--- src/rtl/cu_fsm_intr.sv ---
`default_nettype none
// ============================================================================
// Module      : cu_fsm_intr
// Description : Multi-cycle control-unit sequencer (FETCH / EXEC / WB / INTR)
//               with edge-triggered, latched interrupt requests serviced at
//               instruction boundaries, lowest channel index first.
// Ports       : CLK        - clock, all state changes on rising edge
//               RST        - synchronous active-high reset
//               opcode     - instruction ir[6:0]
//               func3      - instruction ir[14:12]
//               intr       - interrupt request lines, one per channel
//               mie        - global interrupt enable
//               pcWrite, regWrite, memWE2, memRDEN1, memRDEN2, csr_WE,
//               int_taken  - single-cycle control strobes
//               intr_id    - channel being serviced (0 outside INTR)
//               state      - current state (FETCH=0 EXEC=1 WB=2 INTR=3)
// Revision    : 1.0 - initial release
// ============================================================================
module cu_fsm_intr #(
   parameter int NUM_INTR = 4,
   parameter int MEM_LAT  = 1,
   localparam int c_ID_W  = (NUM_INTR > 1) ? $clog2(NUM_INTR) : 1
) (
   input  logic                CLK,
   input  logic                RST,
   input  logic [6:0]          opcode,
   input  logic [2:0]          func3,
   input  logic [NUM_INTR-1:0] intr,
   input  logic                mie,
   output logic                pcWrite,
   output logic                regWrite,
   output logic                memWE2,
   output logic                memRDEN1,
   output logic                memRDEN2,
   output logic                csr_WE,
   output logic                int_taken,
   output logic [c_ID_W-1:0]   intr_id,
   output logic [1:0]          state
);

   localparam logic [6:0] c_OP_LOAD   = 7'b0000011;
   localparam logic [6:0] c_OP_STORE  = 7'b0100011;
   localparam logic [6:0] c_OP_BRANCH = 7'b1100011;
   localparam logic [6:0] c_OP_LUI    = 7'b0110111;
   localparam logic [6:0] c_OP_AUIPC  = 7'b0010111;
   localparam logic [6:0] c_OP_JAL    = 7'b1101111;
   localparam logic [6:0] c_OP_JALR   = 7'b1100111;
   localparam logic [6:0] c_OP_IMM    = 7'b0010011;
   localparam logic [6:0] c_OP_RG3    = 7'b0110011;
   localparam logic [6:0] c_OP_SYS    = 7'b1110011;

   localparam logic [2:0] c_WAIT_INIT = 3'(MEM_LAT - 1);

   typedef enum logic [1:0] {
      S_FETCH = 2'd0,
      S_EXEC  = 2'd1,
      S_WB    = 2'd2,
      S_INTR  = 2'd3
   } state_t;

   state_t              r_state;
   state_t              w_next_state;
   logic [2:0]          r_wait;
   logic [2:0]          w_wait_next;
   logic [NUM_INTR-1:0] r_intr_prev;
   logic [NUM_INTR-1:0] r_pend;
   logic [NUM_INTR-1:0] w_rise;
   logic [NUM_INTR-1:0] w_pend_seen;
   logic [NUM_INTR-1:0] w_low_mask;
   logic [NUM_INTR-1:0] w_clr;
   logic [c_ID_W-1:0]   w_low_id;
   logic                w_take_intr;

   assign w_rise      = intr & ~r_intr_prev;
   // Edges arriving in the exit cycle itself are honoured, so a request that
   // rises during EXEC is taken at that instruction's boundary.
   assign w_pend_seen = r_pend | w_rise;
   assign w_take_intr = mie & (|w_pend_seen);

   // Lowest-index pending channel; scanning downward lets lower indices win.
   always_comb begin
      w_low_id   = '0;
      w_low_mask = '0;
      for (int i = NUM_INTR - 1; i >= 0; i--) begin
         if (r_pend[i]) begin
            w_low_id   = c_ID_W'(i);
            w_low_mask = NUM_INTR'(1) << i;
         end
      end
   end

   always_comb begin
      w_next_state = r_state;
      w_wait_next  = r_wait;
      w_clr        = '0;
      pcWrite      = 1'b0;
      regWrite     = 1'b0;
      memWE2       = 1'b0;
      memRDEN1     = 1'b0;
      memRDEN2     = 1'b0;
      csr_WE       = 1'b0;
      int_taken    = 1'b0;
      intr_id      = '0;

      case (r_state)
         S_FETCH: begin
            memRDEN1     = 1'b1;
            w_next_state = S_EXEC;
         end

         S_EXEC: begin
            if (opcode == c_OP_LOAD) begin
               memRDEN2     = 1'b1;
               w_wait_next  = c_WAIT_INIT;
               w_next_state = S_WB;
            end else begin
               pcWrite = 1'b1;
               case (opcode)
                  c_OP_STORE: memWE2 = 1'b1;
                  c_OP_LUI, c_OP_AUIPC, c_OP_JAL, c_OP_JALR,
                  c_OP_IMM, c_OP_RG3: regWrite = 1'b1;
                  c_OP_SYS: begin
                     // func3 == 000 is mret; everything else is a CSR access
                     if (func3 != 3'b000) begin
                        regWrite = 1'b1;
                        csr_WE   = 1'b1;
                     end
                  end
                  default: ;
               endcase
               w_next_state = w_take_intr ? S_INTR : S_FETCH;
            end
         end

         S_WB: begin
            if (r_wait != 3'd0) begin
               w_wait_next = r_wait - 3'd1;
            end else begin
               regWrite     = 1'b1;
               pcWrite      = 1'b1;
               w_next_state = w_take_intr ? S_INTR : S_FETCH;
            end
         end

         S_INTR: begin
            int_taken    = 1'b1;
            pcWrite      = 1'b1;
            intr_id      = w_low_id;
            w_clr        = w_low_mask;
            w_next_state = S_FETCH;
         end

         default: w_next_state = S_FETCH;
      endcase

      if (RST) begin
         pcWrite   = 1'b0;
         regWrite  = 1'b0;
         memWE2    = 1'b0;
         memRDEN1  = 1'b0;
         memRDEN2  = 1'b0;
         csr_WE    = 1'b0;
         int_taken = 1'b0;
         intr_id   = '0;
      end
   end

   always_ff @(posedge CLK) begin
      if (RST) begin
         r_state     <= S_FETCH;
         r_wait      <= 3'd0;
         r_pend      <= '0;
         r_intr_prev <= '0;
      end else begin
         r_state     <= w_next_state;
         r_wait      <= w_wait_next;
         // Set is OR-ed after the clear so a fresh edge on the serviced
         // channel survives its own clear.
         r_pend      <= (r_pend & ~w_clr) | w_rise;
         r_intr_prev <= intr;
      end
   end

   assign state = r_state;

endmodule
`default_nettype wire

--- config.mk ---
export PLATFORM = sky130hd
export DESIGN_NAME = cu_fsm_intr
export DESIGN_NICKNAME = d
export VERILOG_FILES = /design/src/rtl/cu_fsm_intr.sv
export SDC_FILE = /design/constraint.sdc
export NUM_CORES = 1
export LEC_CHECK = 0
export ABC_AREA = 1
export CORE_ASPECT_RATIO = 1.75
export CORE_MARGIN = 3
export CORE_UTILIZATION = 32
export DETAILED_ROUTE_END_ITERATION = 12
export PLACE_DENSITY = 0.56
export SLEW_MARGIN = 20
export SYNTH_ARGS = -nofsm -noshare
export SYNTH_HDL_FRONTEND = slang
export SYNTH_SLANG_ARGS = --single-unit
export TNS_END_PERCENT = 30
--- constraint.sdc ---
create_clock -name CLK -period 3.75 [get_ports CLK]
set_input_delay 1.125 -clock CLK [delete_from_list [all_inputs] [get_ports CLK]]
set_output_delay 1.125 -clock CLK [all_outputs]
set_load 0.05 [all_outputs]
==> GITHUB_STEP_SUMMARY <==
### Metrics collected by this job

| Metric | Value |
|---|---|
| Yosys chip area | `853 µm²` |
| CP max stage delay | `0.52 ns` |
| Die width | `45.0 µm` |
| Fraction of area in clock buffers and inverters | `3.43%` |
| Count of cell types in the netlist | `21` |
| Least-Margin Pin Slew | `0.500 ns` |
| Area leader share | `30.5%` |
| # DRC | `0` |
| Flop count | `13` |
| Top delay family on crit path | `buffers and inverters` |
| DR vias | `905` |
| Min-delay src | `r_wait[1]$_SDFFE_PP0P_` |
| Clock power frac | `31.7%` |
| Slew Viols, Final | `0` |
| Antenna-violating nets left | `0` |
| WL/cell | `11.0 µm` |
| Cts repair resizes | `0` |
| Clock buf count | `4` |
| Overall Global Routing Usage | `14.4%` |
| Worst-path fanout max | `4` |
| Worst reg2reg path startpoint | `r_wait[0]$_SDFFE_PP0P_` |
| Hold_buf cts | `0` |
| Post-synth seq share | `30.5%` |
| Fin util | `52.1%` |
| Hold depth | `2` |
| Cell-by-cell trace of the critical path | `clkdlybuf4s50_1 > inv_2 > nor3_1 > nand3b_1 > nand2_1 > nand2_1 > a21oi_2 > buf_12` |
| H-tree level count | `1` |
| Detail Placement HPWL | `1.78 mm` |
| Die ar. | `0.00335 mm²` |
| Critical path capture point type | `output pin` |
| Post-synth top cells | `nand2_1 (26), inv_1 (25), nor2_1 (20)` |
| Status | `finished clean` |
| Via density | `4.84` |
| Total power | `387 µW` |
| Cell count along the critical path | `8` |
| Crit. Startpoint | `opcode[4]` |
| Clock group | `123 µW` |
| Clk buf depth | `2` |
| Combinational Power Share | `27.9%` |
| Largest net degree at the start of global routing | `14` |
| Worst hold path type | `flop to flop` |
| Leak | `0.000596 µW` |
| Max-slew headroom | `66.6%` |
| Buf+Inv Stages, Crit Path | `3` |
| Row count | `24` |
| Gate Count Post-Synth | `130` |
| Latency at later pin | `0.24 ns` |
| Buffer share of cell area | `28.0%` |
| Crit path arrival time | `2.53 ns` |
| Cell Area, Synth | `853 µm²` |
| R2r endpoint | `r_wait[0]$_SDFFE_PP0P_` |
| Fillers | `252` |
| Ys async rst share | `0%` |
| Max-cap viol count | `0` |
| P_comb | `108 µW` |
| Final Hold Vio Count | `0` |
| NetSw | `114 µW` |
| I/O Buffers | `27` |
| Clock skew | `0.00771 ns` |
| Critical Path Start Type | `input pin` |
| Gate Area | `500 µm²` |
| Maximum VDD drop | `0.137 mV` |
| R2R setup slack | `2.19 ns` |
| Clock Sink Count | `13` |
| Area growth, synth to finish | `54.1%` |
| Pwr Density | `294 mW/mm²` |
| Time the worst path needs with I/O delays and setup | `3.65 ns` |
| Initial antenna violation count | `0` |
| Top pwr grp | `registers` |
| Dpl cells | `183` |
| RSZ-0062 raised after global routing | `yes` |
| N_taps | `26` |
| Setup repair bufs after CTS | `0` |
| Iteration-0 DRC Markers | `14` |
| Seq/total area | `19.8%` |
| Clock-pin transition on the worst setup and hold timing paths | `0.05 ns` |
| Yosys Warn Count | `0` |
| Hold WS | `0.483 ns` |
| Most instantiated logic cell after routing | `nand2_1` |
| P_int | `273 µW` |
| First-pass GRT wire length | `3.73 mm` |
| Comb gates | `87` |
| Most frequent cell after synthesis | `nand2_1` |
| Inserted Clock Buffers | `3` |
| Synth flops | `13` |
| CP Class | `input pin to output pin` |
| Fmax | `274 MHz` |
| FF+latch area | `260 µm²` |
| Sw frac | `29.5%` |
| Most used cell, CP | `nand2_1` |
| Die height | `74.3 µm` |
| Logic share of the area | `38.1%` |
| Final #Nets | `186` |
| Syn Nets | `154` |
| WP data required | `2.62 ns` |
| Top area cell types | `dfxtp_1 (30%), nand2_1 (11%), inv_1 (11%)` |
| Worst R2R Path Depth | `8` |
| Gpl congestion | `0.772` |
| Core Density at Floorplan | `33.8%` |
| Initial DRT Pass Iterations | `4` |
| Root Driver | `clkbuf_8` |
| Tool warnings | `31` |
| Final setup viols | `0` |
| Signal buffers | `28` |
| Worst Hold Endpoint | `r_wait[1]$_SDFFE_PP0P_` |
| CTS tree | `done` |
| Grt ovf | `0` |
| Vias in the first global route | `936` |
| Non-clock inverter count in the final layout | `29` |
| Flop pwr share | `40.4%` |
| Fin crit share | `97.4%` |
| Most instantiated logic cells after routing | `nand2_1 (26), inv_1 (25), nor2_1 (20), clkdlybuf4s50_1 (18), dfxtp_1 (13)` |
| Routed Wire Length | `2.06 mm` |
| Area-dominant class | `logic gates` |
| Core ar. | `0.00252 mm²` |
| Seq pwr | `156 µW` |
| Fraction of layout cells with a size suffix above 1 | `16.1%` |
| Most used flip-flop cell | `dfxtp_1` |
## stage by stage
step	setup slack, ns	instance area (µm²)	TNS [ns]
CTS	0.0518	1300	0
detailed placement	0.0677	1260	0
global route	-0.0482	1320	-0.0482
finish	0.0977	1320	0
floorplan	0.0556	860	0
global placement	0.0552	1260	0
## cell families (layout without fill, tap and decap cells)
kind of cell	Yosys count	after routing	synth area share, %
buffers and inverters	30	61	13.2
AOI/OAI and AO/OA	15	15	10.7
and+or+nand+nor	65	65	35.3
DFF	13	13	30.5
adders and majority gates	7	7	10.3
## layer usage
layer | part of all wire, % | GRT usage (%)
met2 | 56 | 27.0
met3 | 5.1 | 1.94
met5 | 0 | 0
met4 | 2.7 | 7.49
met1 | 36 | 14.5
**PDN straps and rails**

Pins as bars on the die edge.
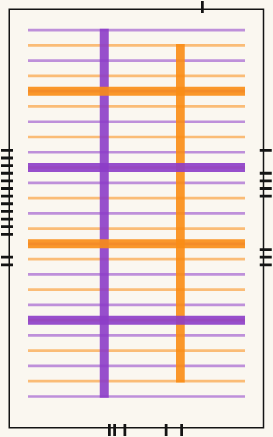
legend:
  orange:
    net: VDD
  purple:
    net: VSS
met5 straps: 4
met4 straps: 2
signal pins: 28
rows: 24

**Placement by cell class**

Bar = 10 µm.
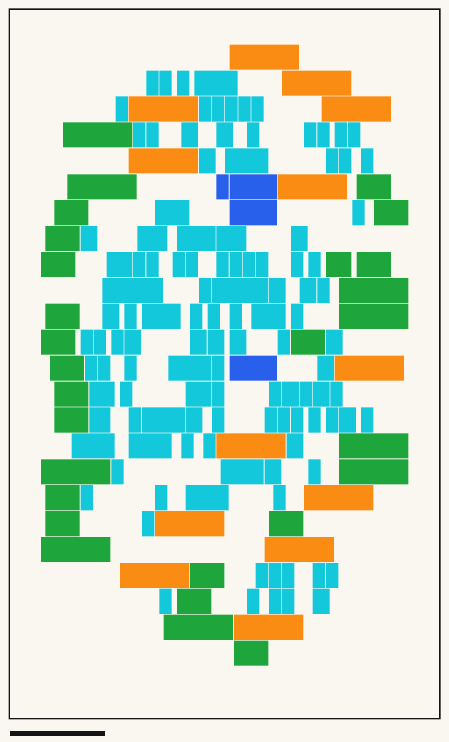
legend:
  orange:
    class: sequential cells
    cells: 13
  cyan:
    class: combinational and other logic
    cells: 116
  green:
    class: remaining buffers and delay cells
    cells: 28
  blue:
    class: clock drivers and dummy loads
    cells: 4

**Clock distribution**

Bar = 10 µm.
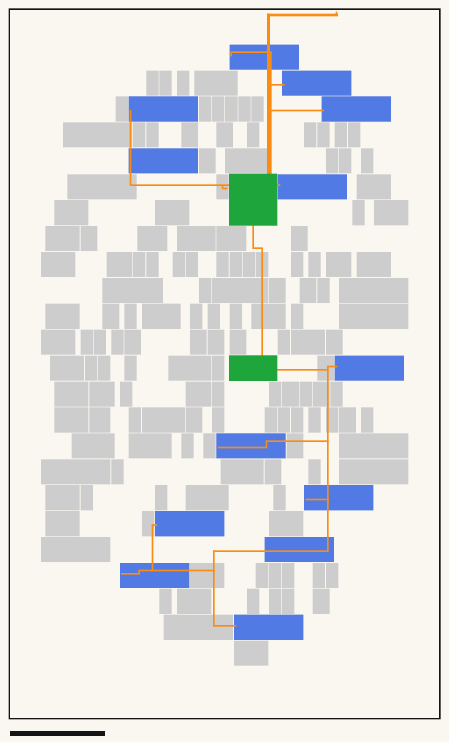
legend:
  blue:
    item: flip-flops
    count: 13
  orange:
    item: clock wires
    length: 185 µm
  green:
    item: clock drivers
    count: 3
routed clock nets: 4

**Routed metal, one colour a layer**

Two of the layers only.
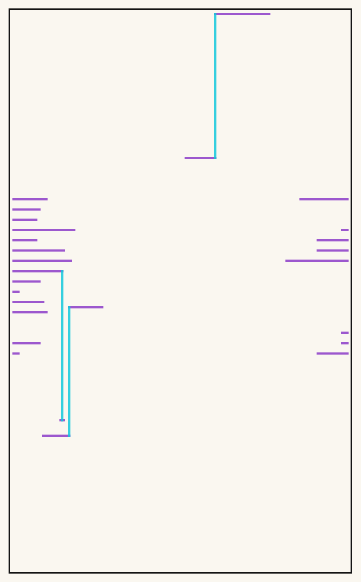
legend:
  purple:
    layer: metal 3
    wire_length: 106 µm
  cyan:
    layer: metal 4
    wire_length: 55.8 µm

No activity file was given, so power comes from the tool's default toggle rates.
